File: config.mk
export PLATFORM = sky130hd
export DESIGN_NAME = cm3_ahb_reg_responder
export DESIGN_NICKNAME = d
export VERILOG_FILES = /design/src/rtl/cm3_ahb_pkg.sv /design/src/rtl/cm3_reg_file.sv /design/src/rtl/cm3_ahb_reg_responder.sv
export SDC_FILE = /design/constraint.sdc
export NUM_CORES = 1
export LEC_CHECK = 0
export ABC_CLOCK_PERIOD_IN_PS = 3450
export CELL_PAD_IN_SITES_DETAIL_PLACEMENT = 0
export CELL_PAD_IN_SITES_GLOBAL_PLACEMENT = 1
export CORE_AREA = 2 2 198 200
export DETAILED_ROUTE_END_ITERATION = 10
export DIE_AREA = 0 0 200 202
export PLACE_DENSITY = 0.81
export REMOVE_ABC_BUFFERS = 1
export SLEW_MARGIN = 5
export SYNTH_ARGS = -nofsm -noshare
export SYNTH_HDL_FRONTEND = slang
export SYNTH_SLANG_ARGS = --single-unit
File: constraint.sdc
create_clock -name HCLK -period 3.45 [get_ports HCLK]
set_clock_uncertainty 0.2 [all_clocks]
set_input_delay 1.035 -clock HCLK [delete_from_list [all_inputs] [get_ports HCLK]]
set_output_delay 1.035 -clock HCLK [all_outputs]
set_load 0.02 [all_outputs]
File: src/rtl/cm3_ahb_pkg.sv
// Shared AHB-Lite definitions for the register responder.
// Contents: HTRANS / HRESP / HSIZE codes, responder FSM state enum and the
// byte-strobe helper used by the optional sub-word write path.
package cm3_ahb_pkg;

  localparam logic [1:0] HTRANS_IDLE   = 2'b00;
  localparam logic [1:0] HTRANS_BUSY   = 2'b01;
  localparam logic [1:0] HTRANS_NONSEQ = 2'b10;
  localparam logic [1:0] HTRANS_SEQ    = 2'b11;

  localparam logic [1:0] HRESP_OKAY  = 2'b00;
  localparam logic [1:0] HRESP_ERROR = 2'b01;

  localparam logic [2:0] HSIZE_BYTE = 3'b000;
  localparam logic [2:0] HSIZE_HALF = 3'b001;
  localparam logic [2:0] HSIZE_WORD = 3'b010;

  typedef enum logic [2:0] {
    ST_IDLE,
    ST_WAIT,
    ST_DATA,
    ST_ERR1,
    ST_ERR2
  } rsp_state_e;

  // Byte lanes touched by an aligned access of the given size/offset.
  function automatic logic [3:0] lane_strb(input logic [2:0] size, input logic [1:0] off);
    logic [3:0] s;
    case (size)
      HSIZE_BYTE: s = 4'b0001 << off;
      HSIZE_HALF: s = off[1] ? 4'b1100 : 4'b0011;
      default:    s = 4'b1111;
    endcase
    return s;
  endfunction

endpackage

File: src/rtl/cm3_reg_file.sv
// NUM_REGS x 32-bit register storage with a read-only ID slot.
// Ports:
//   clk, rst_n        clock, synchronous active-low reset (all regs -> RESET_VAL)
//   we, strb, widx,   write enable, byte strobe, word index, write data
//   wdata
//   ridx, rdata       read index and combinational read data (ID at NUM_REGS,
//                     zero beyond)
//   regs_out          flat image, reg i at [32*i+31:32*i]
module cm3_reg_file #(
  parameter int          NUM_REGS  = 8,
  parameter logic [31:0] ID_VALUE  = 32'hC3A0_0001,
  parameter logic [31:0] RESET_VAL = 32'h0000_0000
) (
  input  logic                     clk,
  input  logic                     rst_n,
  input  logic                     we,
  input  logic [3:0]               strb,
  input  logic [5:0]               widx,
  input  logic [31:0]              wdata,
  input  logic [5:0]               ridx,
  output logic [31:0]              rdata,
  output logic [NUM_REGS*32-1:0]   regs_out
);

  logic [NUM_REGS-1:0][31:0] regs;

  for (genvar i = 0; i < NUM_REGS; i++) begin : g_reg
    always_ff @(posedge clk) begin
      if (!rst_n) begin
        regs[i] <= RESET_VAL;
      end else if (we && (int'(widx) == i)) begin
        for (int b = 0; b < 4; b++)
          if (strb[b]) regs[i][8*b +: 8] <= wdata[8*b +: 8];
      end
    end
  end

  always_comb begin
    rdata = '0;
    if (int'(ridx) == NUM_REGS) rdata = ID_VALUE;
    for (int i = 0; i < NUM_REGS; i++)
      if (int'(ridx) == i) rdata = regs[i];
  end

  assign regs_out = regs;

endmodule

File: src/rtl/cm3_ahb_reg_responder.sv
// AHB-Lite register responder terminating one bus-matrix output port.
// NUM_REGS R/W registers at word indices 0..NUM_REGS-1, read-only ID at
// index NUM_REGS, WAIT_STATES wait cycles before OKAY, two-cycle ERROR.
// Ports: HCLK/HRESETn (sync active-low), AHB slave inputs HSEL, HADDR,
//   HTRANS, HWRITE, HSIZE, HREADY, HWDATA; outputs HREADYOUT, HRESP,
//   HRDATA, HRUSER (tied 0); regs_out = flat register image.
// Optional macro CM3_REG_RESP_SUBWORD_EN: enables byte/halfword writes;
//   when undefined any non-word HSIZE returns ERROR.
module cm3_ahb_reg_responder
  import cm3_ahb_pkg::*;
#(
  parameter int          NUM_REGS    = 8,
  parameter int          WAIT_STATES = 1,
  parameter logic [31:0] ID_VALUE    = 32'hC3A0_0001,
  parameter logic [31:0] RESET_VAL   = 32'h0000_0000
) (
  input  logic                   HCLK,
  input  logic                   HRESETn,
  input  logic                   HSEL,
  input  logic [31:0]            HADDR,
  input  logic [1:0]             HTRANS,
  input  logic                   HWRITE,
  input  logic [2:0]             HSIZE,
  input  logic                   HREADY,
  input  logic [31:0]            HWDATA,
  output logic                   HREADYOUT,
  output logic [1:0]             HRESP,
  output logic [31:0]            HRDATA,
  output logic [31:0]            HRUSER,
  output logic [NUM_REGS*32-1:0] regs_out
);

  rsp_state_e  state_q, state_d;
  logic [3:0]  cnt_q, cnt_d;
  logic [5:0]  idx_q, idx_d;
  logic        wr_q, wr_d;
  logic [2:0]  size_q, size_d;
  logic [1:0]  off_q, off_d;

  logic        accept, acc_err, we;
  logic [5:0]  acc_idx;
  logic [3:0]  strb;
  logic [31:0] rdata;

  assign accept  = HSEL & HREADY & HTRANS[1];
  assign acc_idx = HADDR[7:2];

  // Error decode on the address phase; the error flag is carried forward
  // as the ERR1/ERR2 state rather than a separate register.
  always_comb begin
    acc_err = 1'b0;
    if (HSIZE > HSIZE_WORD) acc_err = 1'b1;
    if ((HSIZE == HSIZE_HALF) && HADDR[0]) acc_err = 1'b1;
    if ((HSIZE == HSIZE_WORD) && (HADDR[1:0] != 2'b00)) acc_err = 1'b1;
    if ({1'b0, acc_idx} > 7'(NUM_REGS)) acc_err = 1'b1;
    if (HWRITE && ({1'b0, acc_idx} == 7'(NUM_REGS))) acc_err = 1'b1;
`ifndef CM3_REG_RESP_SUBWORD_EN
    if (HSIZE != HSIZE_WORD) acc_err = 1'b1;
`endif
  end

  always_ff @(posedge HCLK) begin
    if (!HRESETn) begin
      state_q <= ST_IDLE;
      cnt_q   <= '0;
      idx_q   <= '0;
      wr_q    <= 1'b0;
      size_q  <= HSIZE_WORD;
      off_q   <= '0;
    end else begin
      state_q <= state_d;
      cnt_q   <= cnt_d;
      idx_q   <= idx_d;
      wr_q    <= wr_d;
      size_q  <= size_d;
      off_q   <= off_d;
    end
  end

  always_comb begin
    state_d   = state_q;
    cnt_d     = cnt_q;
    idx_d     = idx_q;
    wr_d      = wr_q;
    size_d    = size_q;
    off_d     = off_q;
    HREADYOUT = 1'b1;
    HRESP     = HRESP_OKAY;
    we        = 1'b0;
    // The write of the completing DATA cycle uses idx_q (old capture);
    // a same-cycle accept only changes the *_d values.
    case (state_q)
      ST_WAIT: begin
        HREADYOUT = 1'b0;
        if (cnt_q <= 4'd1) state_d = ST_DATA;
        else               cnt_d   = cnt_q - 4'd1;
      end
      ST_DATA: begin
        we      = wr_q;
        state_d = ST_IDLE;
      end
      ST_ERR1: begin
        HREADYOUT = 1'b0;
        HRESP     = HRESP_ERROR;
        state_d   = ST_ERR2;
      end
      ST_ERR2: begin
        HRESP   = HRESP_ERROR;
        state_d = ST_IDLE;
      end
      default: state_d = ST_IDLE;
    endcase
    // New address phases are only taken in cycles that complete (or idle).
    if (accept && HREADYOUT) begin
      if (acc_err)               state_d = ST_ERR1;
      else if (WAIT_STATES == 0) state_d = ST_DATA;
      else                       state_d = ST_WAIT;
      cnt_d  = 4'(WAIT_STATES);
      idx_d  = acc_idx;
      wr_d   = HWRITE;
      size_d = HSIZE;
      off_d  = HADDR[1:0];
    end
  end

`ifdef CM3_REG_RESP_SUBWORD_EN
  assign strb = lane_strb(size_q, off_q);
  logic unused_in;
  assign unused_in = ^{HADDR[31:8], HTRANS[0]};
`else
  assign strb = 4'hF;
  logic unused_in;
  assign unused_in = ^{HADDR[31:8], HTRANS[0], size_q, off_q};
`endif

  cm3_reg_file #(
    .NUM_REGS  (NUM_REGS),
    .ID_VALUE  (ID_VALUE),
    .RESET_VAL (RESET_VAL)
  ) u_rf (
    .clk      (HCLK),
    .rst_n    (HRESETn),
    .we       (we),
    .strb     (strb),
    .widx     (idx_q),
    .wdata    (HWDATA),
    .ridx     (idx_q),
    .rdata    (rdata),
    .regs_out (regs_out)
  );

  // Reads are combinational from the register file, so a read right after
  // a write to the same index sees the value committed at the prior edge.
  assign HRDATA = (!wr_q && (state_q == ST_WAIT || state_q == ST_DATA)) ? rdata : 32'h0;
  assign HRUSER = 32'h0;

endmodule

==> images/sizing.png <==
Bar = 50 um.
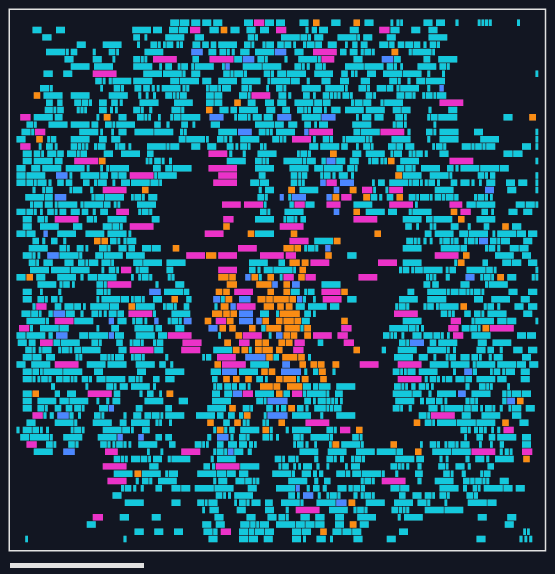
Key: cyan = x1 and smaller [cells 1,690, most used nand2_1]; magenta = x6 and larger [cells 111, most used buf_6]; orange = x3 and x4 [cells 145, most used buf_4]; blue = x2 [cells 67, most used o22ai_2]
Buffers, non-clock: 497
Area Growth Syn to Fin: 48.29%
final instance area: 19,040 um2

==> images/layers.png <==
Bar = 50 um.
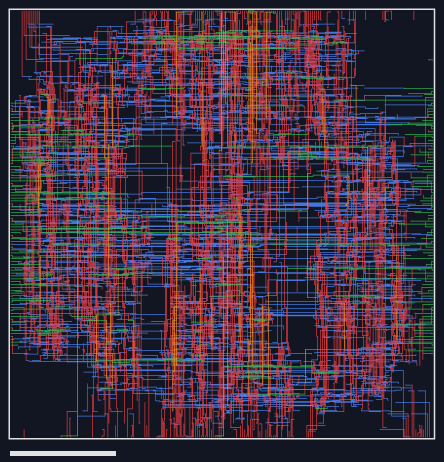
Key: red = M2 [wire length 26.4 mm]; blue = M1 [wire length 24.1 mm]; orange = M4 [wire length 2,160 um]; green = M3 [wire length 4,670 um]
Via Count: 13.37k
gr usage total: 27.78%
final wirelength: 57.38 mm
wire length per cell: 22.66 um

==> images/port_trees.png <==
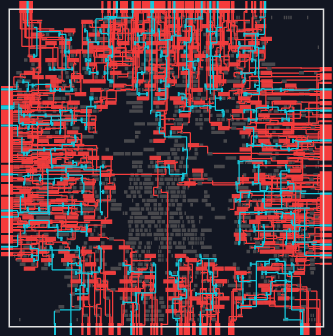
Key: cyan = HWDATA [bits 32, direction input, end cells 256, buffers 32, wire 3,190 um]; red = regs_out [bits 256, direction output, end cells 256, buffers 256, wire 13,600 um]
# port buffers: 338
Ports: 397

==> images/ff_map.png <==
Bar = 50 um. Other sequential cells in the stronger gray, the rest of the logic in the fainter gray.
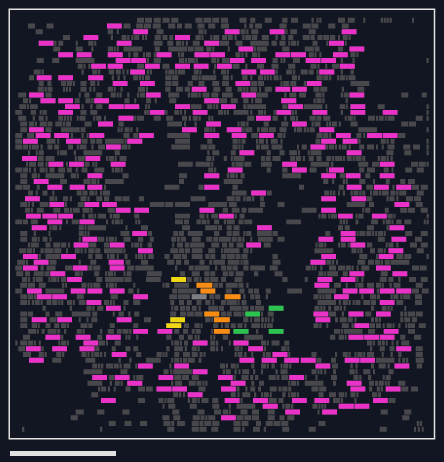
Key: orange = idx_q [flops 6]; yellow = state_q [flops 3]; magenta = u_rf.regs_out [flops 256, where all over the die]; green = cnt_q [flops 4, where bottom middle]
Another 1 sequential cells are not colored.
sequential share of cell area: 28.41%
register area: 5410 um2
Util after Layout: 49.74%
total sequential power: 0.00313 W

==> impl_metrics.json <==
{
  "status": "complete, but fails checks",
  "violations": "setup timing",
  "r2r_setup_slack_ns": 0.61,
  "most_common_cell": "nand2_1",
  "viasPerCell": 5.278,
  "inv_count": 5,
  "synth_flops": 270,
  "edf_count": 0,
  "fin_crit_sh_pct": 116.5,
  "setup_viol": 32,
  "crit_path_start": "idx_q[5]$_SDFFE_PN0P_",
  "insertion_delay_ns": 0.53,
  "grt_use_met1_pct": 35.17,
  "ys_types": 60,
  "hold_depth": 2,
  "syn_area_um2": 12840,
  "crit_required_ns": 2.21,
  "cp.buffers_inverters": 4,
  "fmax_ghz": 0.2489,
  "xor_share_pct": 0.3410,
  "yosysWarnings": 0,
  "swShare_pct": 24.04,
  "crit_path_max_fanout": 4,
  "postSynth.asyncResetShare_pct": 0,
  "fp-row-count": 72,
  "logic_gate_count": 1181,
  "ir_drop_v": 0.0002509,
  "comb_share_pct": 36.03,
  "startpoint_type": "flip-flop",
  "largest_class": "logic gates",
  "antenna_cells": 1,
  "numCtsBuffers": 34,
  "cts.clk_slew.worst_paths_ns": 0.05,
  "met3_length_mm": 4.672,
  "routed.top_layer": "met4",
  "crit_path_end_kind": "primary output",
  "grtUsageMet3_pct": 6.808,
  "drtAntennaViolNets": 0,
  "chip_area_um2": 40400,
  "holdBufCountCts": 0,
  "period_minus_slack_ns": 4.018,
  "hold_end": "u_rf.regs_out[24]$_SDFFE_PN0P_",
  "cp.depth": 9,
  "power_leakage_nw": 6.435,
  "top_cells_by_count": "547 x nand2_1, 270 x dfxtp_1, 239 x a21boi_0",
  "fp.dieW_um": 200,
  "setup_tns_ns": -13.50,
  "nonClkBufAreaFrac_pct": 26.27,
  "hold_class": "flip-flop to flip-flop",
  "path_cells": "or4b_4, nor3_4, buf_6, buf_12, buf_6, a21oi_2, a221o_1, a311oi_2, buf_4",
  "setup_slack_ns": -0.5678,
  "dp_cells": 2445
}
## cell usage in the layout, fill, tap and decap left out, drive strengths merged, types with 3 or more instances in the layout
cell type / count
or2: 8
a21oi: 10
clkinv: 7
dfxtp: 270
nor2: 48
clkdlybuf4s50: 305
conb: 33
o311a: 4
nor3b: 3
a211oi: 3
o21a: 6
and3: 3
o221ai: 13
a22oi: 35
o22ai: 26
o21ai: 36
or3: 4
mux2i: 11
a211o: 4
o31a: 14
clkbuf: 51
buf: 192
nand2: 548
inv: 5
a221oi: 41
nor3: 16
a221o: 9
nor2b: 3
nand3: 4
xnor2: 3
a21boi: 264
## what timing repair did
| action | 4_1_cts | 5_1_grt |
|---|---|---|
| pin swaps | 25 | 13 |
| setup buffers | 21 | 6 |
| setup endpoints to repair | 32 | 32 |
| resized | 218 | 35 |
No activity file was given, so power comes from the tool's default toggle rates.
